==> config.mk <==
export PLATFORM = sky130hd
export DESIGN_NAME = fpdiv_iterative_unit_flat
export DESIGN_NICKNAME = d
export VERILOG_FILES = /design/src/rtl/fpdiv_iterative_unit_if.sv /design/src/rtl/fpdiv_iterative_unit.sv /design/src/flat_wrapper.sv
export SDC_FILE = /design/constraint.sdc
export NUM_CORES = 1
export LEC_CHECK = 0
export CAP_MARGIN = 20
export CORE_MARGIN = 2
export CORE_UTILIZATION = 44
export DETAILED_ROUTE_END_ITERATION = 6
export GPL_TIMING_DRIVEN = 0
export PLACE_DENSITY = 0.66
export SYNTH_ARGS = -nofsm -noshare
export SYNTH_HDL_FRONTEND = slang
export SYNTH_SLANG_ARGS = --single-unit
==> constraint.sdc <==
create_clock -name clk -period 3.8 [get_ports clk]
set_input_delay 0.38 -clock clk [delete_from_list [all_inputs] [get_ports clk]]
set_output_delay 0.38 -clock clk [all_outputs]
set_load 0.05 [all_outputs]
**Gate-type map**

The bar under the picture is 50 um long.
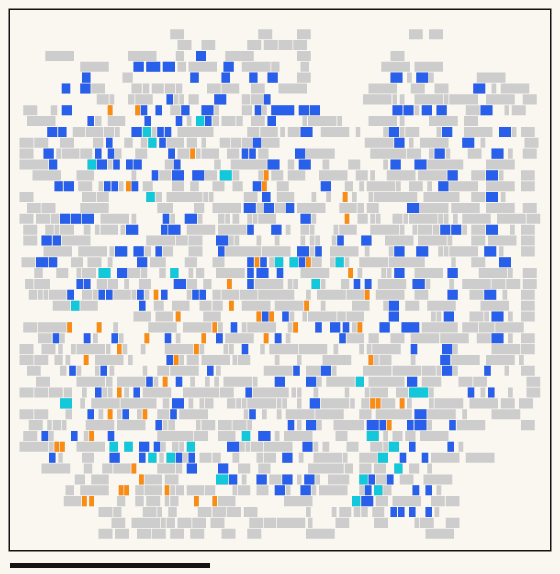
[blue] aoi and oai cells | cells: 240 | most used: a21oi_1 | where: spread over the die
[cyan] and/or cells | cells: 30 | most used: and3_1
[orange] inv cells | cells: 52 | most used: inv_1
Comb/total area: 48.4%
Top cell excl fill/tap: dfxtp_1
Non-Filler Instances: 1,286

**Ports around the boundary**

Pins as bars across the die edge, other pins in gray.
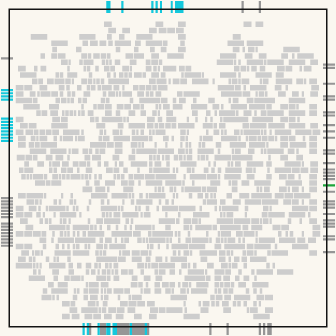
[green] bus_out_valid | pins: 1 | direction: output | edge: right
[cyan] bus_a | pins: 32 | direction: input | edge: 12 left, 11 top, 9 bottom
IO Port Bufs: 100
die width: 135 um
chip height: 135 um

==> run_results.csv <==
group,metric,value,unit
clocking,numCtsBuffers,17,
outcome,status,"completed",
synthesis,ys.flops,129,
sta,setup_viol,0,
global_route,antenna_found_initial,0,
sta,finalSetupTns,0,ns
synthesis,synth_area,7580,sq um
global_route,grt_use_met3,3.82,%
setup_path,crit_path_start_kind,"flip-flop",
route,drt-initial-drc-count,385,
floorplanning,num_io_pins,102,
power_and_ir_drop,peakVddDrop,596,uV
synthesis,syn-mean-instance-area,8.12,sq um
setup_path,crit_path_end_kind,"flip-flop",
place,post-place-ws,0.534,ns
synthesis,ys_async_sr_fraction,0,%
final_layout,antennaDiodeCount,0,
global_route,grt_overflow,0,
sta,slew_viol_final,0,
final_layout,design_area,9430,sq um
clocking,clkTransAtPathRegs,0.06,ns
synthesis,edf_count,0,
final_layout,nNetsFinal,1163,
synthesis,yosys-top-cells-area,"dfxtp_1 34%, ha_1 6.6%, nand2_1 5.3%",
global_route,grt_pass1_vias,6638,
sta,worstMarginPinSlew,0.845,ns
sta,fin_skew,0.0113,ns
sta,hold_ws,0.451,ns
place,placed_cell_area,8860,sq um
route,viasPerCell,5.63,
place,gp_congestion,0.918,
final_layout,drive_gt1_share,6.94,%
route,drc,0,
clocking,hold_buffers,0,
setup_path,cp.depth,12,
synthesis,ys.warnings.count,0,
place,post-dp-hpwl,16300,um
setup_path,worstPathArrival,3.63,ns
worst_hold_path,hold_path_depth,2,
synthesis,ff_type,"dfxtp_1",
setup_path,crit_path_frequent_cell,"nand2_1",
setup_path,crit_type,"flip-flop to flip-flop",
cell usage in the layout (no fill, tap or decap), types with 17 or more instances in the layout:
| cell type | netlist | layout |
|---|---|---|
| o21ai_0 | 37 | 37 |
| xor2_1 | 18 | 18 |
| clkdlybuf4s50_1 | 0 | 100 |
| ha_1 | 40 | 40 |
| nand2_1 | 108 | 108 |
| xnor2_1 | 18 | 18 |
| a22oi_1 | 43 | 43 |
| a21oi_1 | 69 | 69 |
| o21ai_2 | 19 | 19 |
| nor2_1 | 89 | 89 |
| inv_1 | 52 | 52 |
| clkbuf_1 | 42 | 42 |
| nor3_1 | 18 | 18 |
| clkbuf_16 | 0 | 17 |
| dfxtp_1 | 129 | 129 |
| mux2i_1 | 37 | 37 |
power by group:
| group | leakage (nW) | internal (mW) | switching [mW] | total (mW) |
|---|---|---|---|---|
| clock network | 0.273 | 0.923 | 0.650 | 1.57 |
| registers | 1.05 | 1.62 | 0.218 | 1.84 |
| logic | 2.19 | 1.92 | 2.88 | 4.80 |
| total | 3.52 | 4.47 | 3.74 | 8.21 |
cells by family (layout without fill, tap and decap cells):
logic type	Yosys count	count (layout)	share of synthesized area, %
AND/OR/NAND/NOR	307	307	19.3
AND-OR/OR-AND	275	275	24.6
flip-flops	129	129	34.1
buffers and inverters	107	239	5.71
adder cells (fa/ha/maj)	42	42	7.13
multiplexers	38	38	5.03
XOR/XNOR	36	36	4.16
metal layers:
metal  routed length [um]  share of wire [%]
met1                 9870                 46
met3                 1170                5.5
met5                    0                  0
met2                 9650                 45
met4                  741                3.5
layout make-up:
class | count | area share (%)
sequential | 129 | 27.4
tap | 220 | 2.92
clock buffer | 18 | 4.66
clock inverter | 14 | 1.37
inverter | 52 | 2.07
buffer | 55 | 2.52
timing repair buffer | 100 | 10.6
multi-input combinational | 698 | 48.4
Power is estimated from default activity; no workload was simulated.
